## config.mk

```make
export PLATFORM = sky130hd
export DESIGN_NAME = uart_tx_ctrl
export DESIGN_NICKNAME = d
export VERILOG_FILES = /design/src/rtl/uart_tx_ctrl.sv
export SDC_FILE = /design/constraint.sdc
export NUM_CORES = 1
export LEC_CHECK = 0
export ABC_AREA = 1
export CAP_MARGIN = 10
export CORE_AREA = 8 8 45 47
export DETAILED_ROUTE_END_ITERATION = 12
export DIE_AREA = 0 0 53 55
export GPL_TIMING_DRIVEN = 1
export PLACE_DENSITY = 0.56
export SKIP_LAST_GASP = 1
export SLEW_MARGIN = 40
export SYNTH_ARGS = -nofsm -noshare
export SYNTH_HDL_FRONTEND = slang
export SYNTH_SLANG_ARGS = --single-unit
```

## constraint.sdc

```tcl
create_clock -name clk -period 1.6 [get_ports clk]
set_input_delay 0.16 -clock clk [delete_from_list [all_inputs] [get_ports clk]]
set_output_delay 0.16 -clock clk [all_outputs]
set_load 0.02 [all_outputs]
```

## src/rtl/uart_tx_ctrl.sv

```systemverilog
// UART TX frame sequencer: LOAD strobe, serializer enable and TX mux select per frame.
// Optional build macro UART_TX_TWO_STOP_EN adds a second stop bit (state STOP2).
module uart_tx_ctrl #(
  parameter int DATA_WIDTH = 8,
  parameter int CNT_WIDTH  = 3
) (
  input  logic       clk,
  input  logic       RST_n,
  input  logic       Data_Valid,
  input  logic       PAR_EN,
  output logic       LOAD,
  output logic       ser_en,
  output logic [1:0] mux_sel,
  output logic       busy,
  output logic       tx_done
);

`ifdef UART_TX_TWO_STOP_EN
  typedef enum logic [2:0] {
    IDLE   = 3'd0,
    START  = 3'd1,
    DATA   = 3'd2,
    PARITY = 3'd3,
    STOP   = 3'd4,
    STOP2  = 3'd5
  } state_t;
`else
  typedef enum logic [2:0] {
    IDLE   = 3'd0,
    START  = 3'd1,
    DATA   = 3'd2,
    PARITY = 3'd3,
    STOP   = 3'd4
  } state_t;
`endif

  localparam logic [CNT_WIDTH-1:0] LAST_BIT = CNT_WIDTH'(DATA_WIDTH - 1);

  state_t               state, state_nxt;
  logic [CNT_WIDTH-1:0] bit_cnt, bit_cnt_nxt;
  logic                 par_en_q, par_en_nxt;
  logic                 load_raw;

  always_ff @(posedge clk or negedge RST_n) begin
    if (!RST_n) begin
      state    <= IDLE;
      bit_cnt  <= '0;
      par_en_q <= 1'b0;
    end else begin
      state    <= state_nxt;
      bit_cnt  <= bit_cnt_nxt;
      par_en_q <= par_en_nxt;
    end
  end

  always_comb begin
    state_nxt   = state;
    bit_cnt_nxt = bit_cnt;
    par_en_nxt  = par_en_q;
    load_raw    = 1'b0;
    mux_sel     = 2'b01;
    ser_en      = 1'b0;
    busy        = 1'b0;
    tx_done     = 1'b0;
    case (state)
      IDLE: begin
        if (Data_Valid) begin
          load_raw   = 1'b1;
          par_en_nxt = PAR_EN;
          state_nxt  = START;
        end
      end
      START: begin
        mux_sel     = 2'b00;
        busy        = 1'b1;
        bit_cnt_nxt = '0;
        state_nxt   = DATA;
      end
      DATA: begin
        mux_sel = 2'b10;
        ser_en  = 1'b1;
        busy    = 1'b1;
        if (bit_cnt == LAST_BIT) begin
          bit_cnt_nxt = '0;
          state_nxt   = par_en_q ? PARITY : STOP;
        end else begin
          bit_cnt_nxt = bit_cnt + 1'b1;
        end
      end
      PARITY: begin
        mux_sel   = 2'b11;
        busy      = 1'b1;
        state_nxt = STOP;
      end
`ifdef UART_TX_TWO_STOP_EN
      STOP: begin
        busy      = 1'b1;
        state_nxt = STOP2;
      end
      STOP2: begin
        busy    = 1'b1;
        tx_done = 1'b1;
        if (Data_Valid) begin
          load_raw   = 1'b1;
          par_en_nxt = PAR_EN;
          state_nxt  = START;
        end else begin
          state_nxt = IDLE;
        end
      end
`else
      STOP: begin
        busy    = 1'b1;
        tx_done = 1'b1;
        // a new byte here chains the next frame with no idle gap
        if (Data_Valid) begin
          load_raw   = 1'b1;
          par_en_nxt = PAR_EN;
          state_nxt  = START;
        end else begin
          state_nxt = IDLE;
        end
      end
`endif
      default: begin
        state_nxt   = IDLE;
        bit_cnt_nxt = '0;
      end
    endcase
  end

  // LOAD stays low while reset is held, even if Data_Valid is asserted
  assign LOAD = load_raw & RST_n;

endmodule

```

==> impl_metrics.csv <==
group,metric,value,unit
yosys,simple_gate_share,0.319,
power,clockPowerShare,0.137,
power,leakage,0.000325,uW
grt,grt_max_degree,8,
placement,place_area,551,um2
yosys,ys_sh_aoi,0.0774,
power,p_per_area,2110,nW/um2
power,maxPowerGroup,"combinational cells",
clocking,cts_sinks,7,
power,clk-power,164,uW
final_timing,setup_viol,0,
yosys,yosysTopAreaCell,"dfrtp_1",
yosys,postSynthCellCount,51,
yosys,ys_seq_share,0.452,
flow_run,max_cap_viol_count,0,
floorplanning,rows,14,
clocking,post_cts_buffers,0,
placement,place_congestion,0.767,
routing,avgRoutedWirePerCell,9.62,um
power,p_int,643,uW
yosys,area_leaders,"dfrtp_1, nand2_1, inv_1, ha_1, nor2_4",
yosys,ys_sh_xor,0,
floorplanning,n_tap_cell,16,
yosys,edf_count,0,
floorplanning,fp.dieH,55,um
final_timing,skew,0.00876,ns
cells_and_area,nNonClkInverters,9,
yosys,syn_nets,57,
power,pwr-share-comb,0.608,
routing,drcViolationCount,0,
clocking,postCtsHoldBufs,0,
cells_and_area,logic_area,181,um2
grt,grt_use_met2,0.109,
yosys,fa_ha_area_frac,0.0645,
final_timing,fin_tns_setup,0,ns
power,p_switching,553,uW
outcome,status,"finished clean",
yosys,mux_share,0,
cells_and_area,logic_gate_count,35,
final_timing,fin_ws,0.112,ns
critical_path,cp_max_fo,4,
cells in the final DEF, fill, tap and decap left out:
| cell | n |
|---|---|
| clkdlybuf4s15_1 | 1 |
| dlygate4sd2_1 | 3 |
| nand3_1 | 3 |
| nand3b_1 | 1 |
| clkbuf_1 | 1 |
| nand2_1 | 16 |
| nor2_1 | 4 |
| nor2_2 | 1 |
| clkbuf_2 | 2 |
| nor2_4 | 2 |
| dfrtp_1 | 7 |
| inv_1 | 9 |
| a21oi_1 | 2 |
| clkbuf_4 | 3 |
| o21ai_0 | 4 |
| ha_1 | 2 |
| clkdlybuf4s50_1 | 3 |
| buf_4 | 7 |
worst max-delay path, stage by stage, from the launching register on:
cell and delay [ns]:
dfrtp_1 0.39, inv_1 0.10, nand3_1 0.10, inv_1 0.05, nor2_1 0.11, clkdlybuf4s15_1 0.32
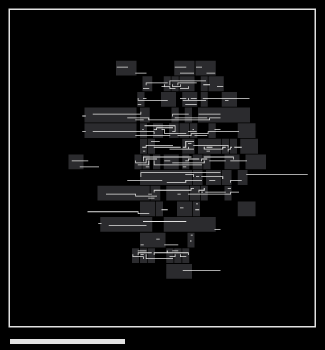
Figure 1: the metal 1 layer.
Bar = 20 um. Cells faint in the background.
share of all routed wire: 45%
wire length on this layer: 374 um

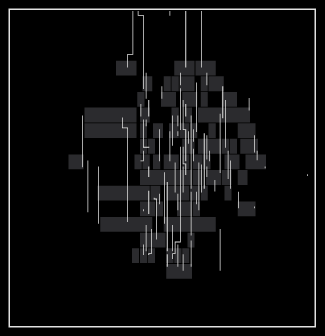
Figure 2: M2 wires.
Cells faint in the background.
longest straight run: 16.5 um
nets with wire on the layer: 60

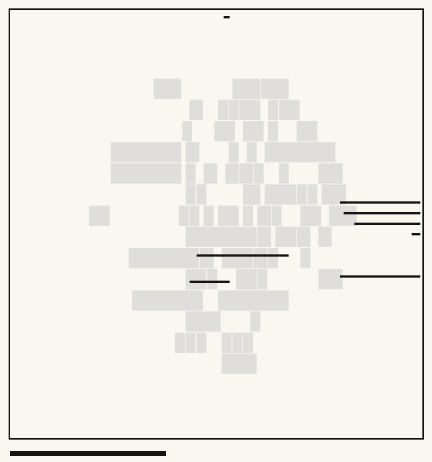
Figure 3: the metal 3 layer.
Bar = 20 um. Cells faint in the background.
wire length on this layer: 55.3 um
share of all routed wire: 6.6%
longest straight run: 11.5 um

Power figures rest on the tool's default switching activity, not on a simulated workload.
